--- src/rtl/id_ex_hazard_pipe.sv ---
// rtl/id_ex_hazard_pipe.sv - ID/EX register with WB bypass, load-use bubbles, EX hold and flush; STALL_COUNTERS_EN adds perf counters
module id_ex_hazard_pipe #(
    parameter int XLEN             = 32,
    parameter int REG_ADDR_W       = 5,
    parameter int CTRL_W           = 16,
    parameter int LOAD_USE_BUBBLES = 1
) (
    input  logic                  CLK,
    input  logic                  RST,
    input  logic                  IN_VALID,
    input  logic [XLEN-1:0]       IN_PC,
    input  logic [REG_ADDR_W-1:0] IN_RS1,
    input  logic [REG_ADDR_W-1:0] IN_RS2,
    input  logic [REG_ADDR_W-1:0] IN_RD,
    input  logic [XLEN-1:0]       IN_DATA1,
    input  logic [XLEN-1:0]       IN_DATA2,
    input  logic [XLEN-1:0]       IN_IMM,
    input  logic [CTRL_W-1:0]     IN_CTRL,
    input  logic                  IN_MEM_READ,
    input  logic                  WB_WRITE_ENABLE,
    input  logic [REG_ADDR_W-1:0] WB_RD,
    input  logic [XLEN-1:0]       WB_WRITE_DATA,
    input  logic                  EX_BUSY,
    input  logic                  FLUSH,
    output logic                  OUT_VALID,
    output logic [XLEN-1:0]       OUT_PC,
    output logic [REG_ADDR_W-1:0] OUT_RD,
    output logic [XLEN-1:0]       OUT_DATA1,
    output logic [XLEN-1:0]       OUT_DATA2,
    output logic [XLEN-1:0]       OUT_IMM,
    output logic [CTRL_W-1:0]     OUT_CTRL,
    output logic                  OUT_MEM_READ,
    output logic                  STALL_IF
`ifdef STALL_COUNTERS_EN
    ,
    output logic [31:0]           PERF_STALL_CYC,
    output logic [31:0]           PERF_FLUSH_CNT
`endif
);

    if (LOAD_USE_BUBBLES < 1 || LOAD_USE_BUBBLES > 3) begin : g_param_check
        $error("id_ex_hazard_pipe: LOAD_USE_BUBBLES must be 1..3");
    end

    typedef enum logic {ST_RUN, ST_BUBBLE} state_t;

    localparam logic [1:0] BUBBLE_INIT = 2'(LOAD_USE_BUBBLES - 1);

    state_t          state;
    logic [1:0]      count;
    logic            hazard;
    logic [XLEN-1:0] data1_byp;
    logic [XLEN-1:0] data2_byp;

    // WB writes land in the register file after ID read it, so forward them here
    always_comb begin
        data1_byp = IN_DATA1;
        data2_byp = IN_DATA2;
        if (WB_WRITE_ENABLE && WB_RD != '0 && WB_RD == IN_RS1) data1_byp = WB_WRITE_DATA;
        if (WB_WRITE_ENABLE && WB_RD != '0 && WB_RD == IN_RS2) data2_byp = WB_WRITE_DATA;
    end

    assign hazard = (state == ST_RUN) && IN_VALID && OUT_VALID && OUT_MEM_READ &&
                    (OUT_RD != '0) && (OUT_RD == IN_RS1 || OUT_RD == IN_RS2);

    assign STALL_IF = !FLUSH && (EX_BUSY || hazard || state == ST_BUBBLE);

    always_ff @(posedge CLK) begin
        if (!RST) begin
            OUT_VALID    <= 1'b0;
            OUT_PC       <= '0;
            OUT_RD       <= '0;
            OUT_DATA1    <= '0;
            OUT_DATA2    <= '0;
            OUT_IMM      <= '0;
            OUT_CTRL     <= '0;
            OUT_MEM_READ <= 1'b0;
            state        <= ST_RUN;
            count        <= '0;
        end else if (FLUSH) begin
            OUT_VALID    <= 1'b0;
            OUT_CTRL     <= '0;
            OUT_MEM_READ <= 1'b0;
            state        <= ST_RUN;
            count        <= '0;
        end else if (!EX_BUSY) begin
            if (hazard || state == ST_BUBBLE) begin
                // Data registers keep stale values; only valid/ctrl make it a bubble
                OUT_VALID    <= 1'b0;
                OUT_CTRL     <= '0;
                OUT_MEM_READ <= 1'b0;
                if (state == ST_RUN) begin
                    if (LOAD_USE_BUBBLES > 1) begin
                        state <= ST_BUBBLE;
                        count <= BUBBLE_INIT;
                    end
                end else begin
                    count <= count - 2'd1;
                    if (count == 2'd1) state <= ST_RUN;
                end
            end else begin
                OUT_VALID    <= IN_VALID;
                OUT_PC       <= IN_PC;
                OUT_RD       <= IN_RD;
                OUT_DATA1    <= data1_byp;
                OUT_DATA2    <= data2_byp;
                OUT_IMM      <= IN_IMM;
                OUT_CTRL     <= IN_CTRL;
                OUT_MEM_READ <= IN_MEM_READ;
            end
        end
    end

`ifdef STALL_COUNTERS_EN
    always_ff @(posedge CLK) begin
        if (!RST) begin
            PERF_STALL_CYC <= '0;
            PERF_FLUSH_CNT <= '0;
        end else begin
            if (STALL_IF) PERF_STALL_CYC <= PERF_STALL_CYC + 32'd1;
            if (FLUSH)    PERF_FLUSH_CNT <= PERF_FLUSH_CNT + 32'd1;
        end
    end
`endif

endmodule

--- config.mk ---
export PLATFORM = sky130hd
export DESIGN_NAME = id_ex_hazard_pipe
export DESIGN_NICKNAME = d
export VERILOG_FILES = /design/src/rtl/id_ex_hazard_pipe.sv
export SDC_FILE = /design/constraint.sdc
export NUM_CORES = 1
export LEC_CHECK = 0
export CAP_MARGIN = 30
export CORE_MARGIN = 2
export CORE_UTILIZATION = 30
export CTS_BUF_LIST = sky130_fd_sc_hd__clkbuf_4 sky130_fd_sc_hd__clkbuf_8
export DETAILED_ROUTE_END_ITERATION = 8
export GPL_TIMING_DRIVEN = 0
export SLEW_MARGIN = 5
export SYNTH_ARGS = -nofsm -noshare
export SYNTH_HDL_FRONTEND = slang
export SYNTH_SLANG_ARGS = --single-unit
--- constraint.sdc ---
create_clock -name CLK -period 2.25 [get_ports CLK]
set_input_delay 0.225 -clock CLK [delete_from_list [all_inputs] [get_ports CLK]]
set_output_delay 0.225 -clock CLK [all_outputs]
set_load 0.01 [all_outputs]
==> out/summary.txt <==
yosys aoi share: 14.7%
Unique cell types: 28
Post-synth seq share: 41.7%
sw frac: 28.2%
Lkg Pwr: 5.10 nW
Critical Path RT: 2.03 ns
Die Width: 161 µm
Power Dens Cells: 560 nW/µm²
Setup CP Type: reg -> out
Final Wtd Congestion: 0.805
minimum clock period after layout: 2.21 ns
hpwl dp: 21500 µm
drt wl/cell: 17.5 µm
Clock group: 0.00233 W
global-route wire length before repair: 42400 µm
combinational power: 0.00140 W
Tcrit/Tclk final: 98.1%
cell internal pwr: 0.00479 W
final setup violation count: 0
Setup Skew: 0.0204 ns
Area Overhead vs Synth: 60.9%
Max Cap Viol: 0
Startpoint Class: flop
status: finished clean
Combinational Power Share: 21.0%
CP cell instances: or4_4, o2111ai_4, buf_6, o21a_1, nor2_1, buf_2
Post-synth EDFFs: 0
peak supply drop: 0.000333 V
Final Non-Filler Cells: 1578
Core ar.: 24200 µm²
CP endpoint kind: primary output
worst-case clock buffer depth: 2
I/O pins: 355
MUX share of area: 18.0%
dpl ws: -0.748 ns
CTS Hold Bufs: 0
area by class of cell:
cell class,count,area [µm²]
Buffer,77,382
Clock buffer,18,248
Clock inverter,14,185
Fill cell,2398,12300
Inverter,3,11.3
Multi-Input combinational cell,628,4000
Sequential cell,154,3090
Tap cell,324,405
Timing Repair Buffer,360,3580
final timing paths:
kind / start / to / slack (ns) / cells past startpoint
max: OUT_RD[2] / STALL_IF / 0.04 / 6
max reg2reg: OUT_RD[0] / OUT_IMM[23] / 0.15 / 9
min: RST / OUT_MEM_READ / 0.27 / 3
min reg2reg: OUT_PC[9] / OUT_PC[9] / 0.46 / 2
metal layers:
layer | global-route usage, % | routed length [µm]
met2 | 36.6 | 13400
met5 | 0 | 0
met4 | 4.71 | 318
met1 | 25.2 | 11800
met3 | 6.11 | 2060
Fig. 1: gate families picked out
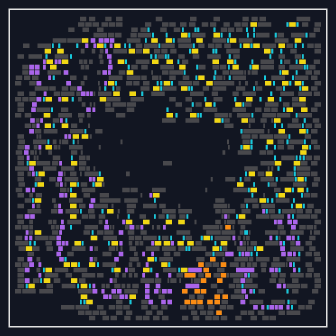
| color | family | cells | most used |
|---|---|---|---|
| yellow | mux cells | 133 | mux2i_1 |
| cyan | nand cells | 221 | nand2_1 |
| orange | xor and xnor cells | 21 | xor2_1 |
| purple | aoi and oai cells | 171 | a21boi_0 |
multi-input combinational area share: 33.6%
most numerous logic cell after layout: clkdlybuf4s50_1

Fig. 2: routed clock nets over the placement
The bar under the picture is 50 µm long.
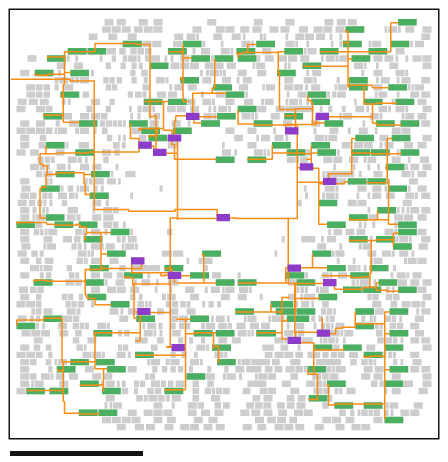
[purple] clock drivers | count: 17
[orange] clock wires | length: 2200 µm
[green] flip-flops | count: 154
routed clock nets: 18

Power figures rest on the tool's default switching activity, not on a simulated workload.
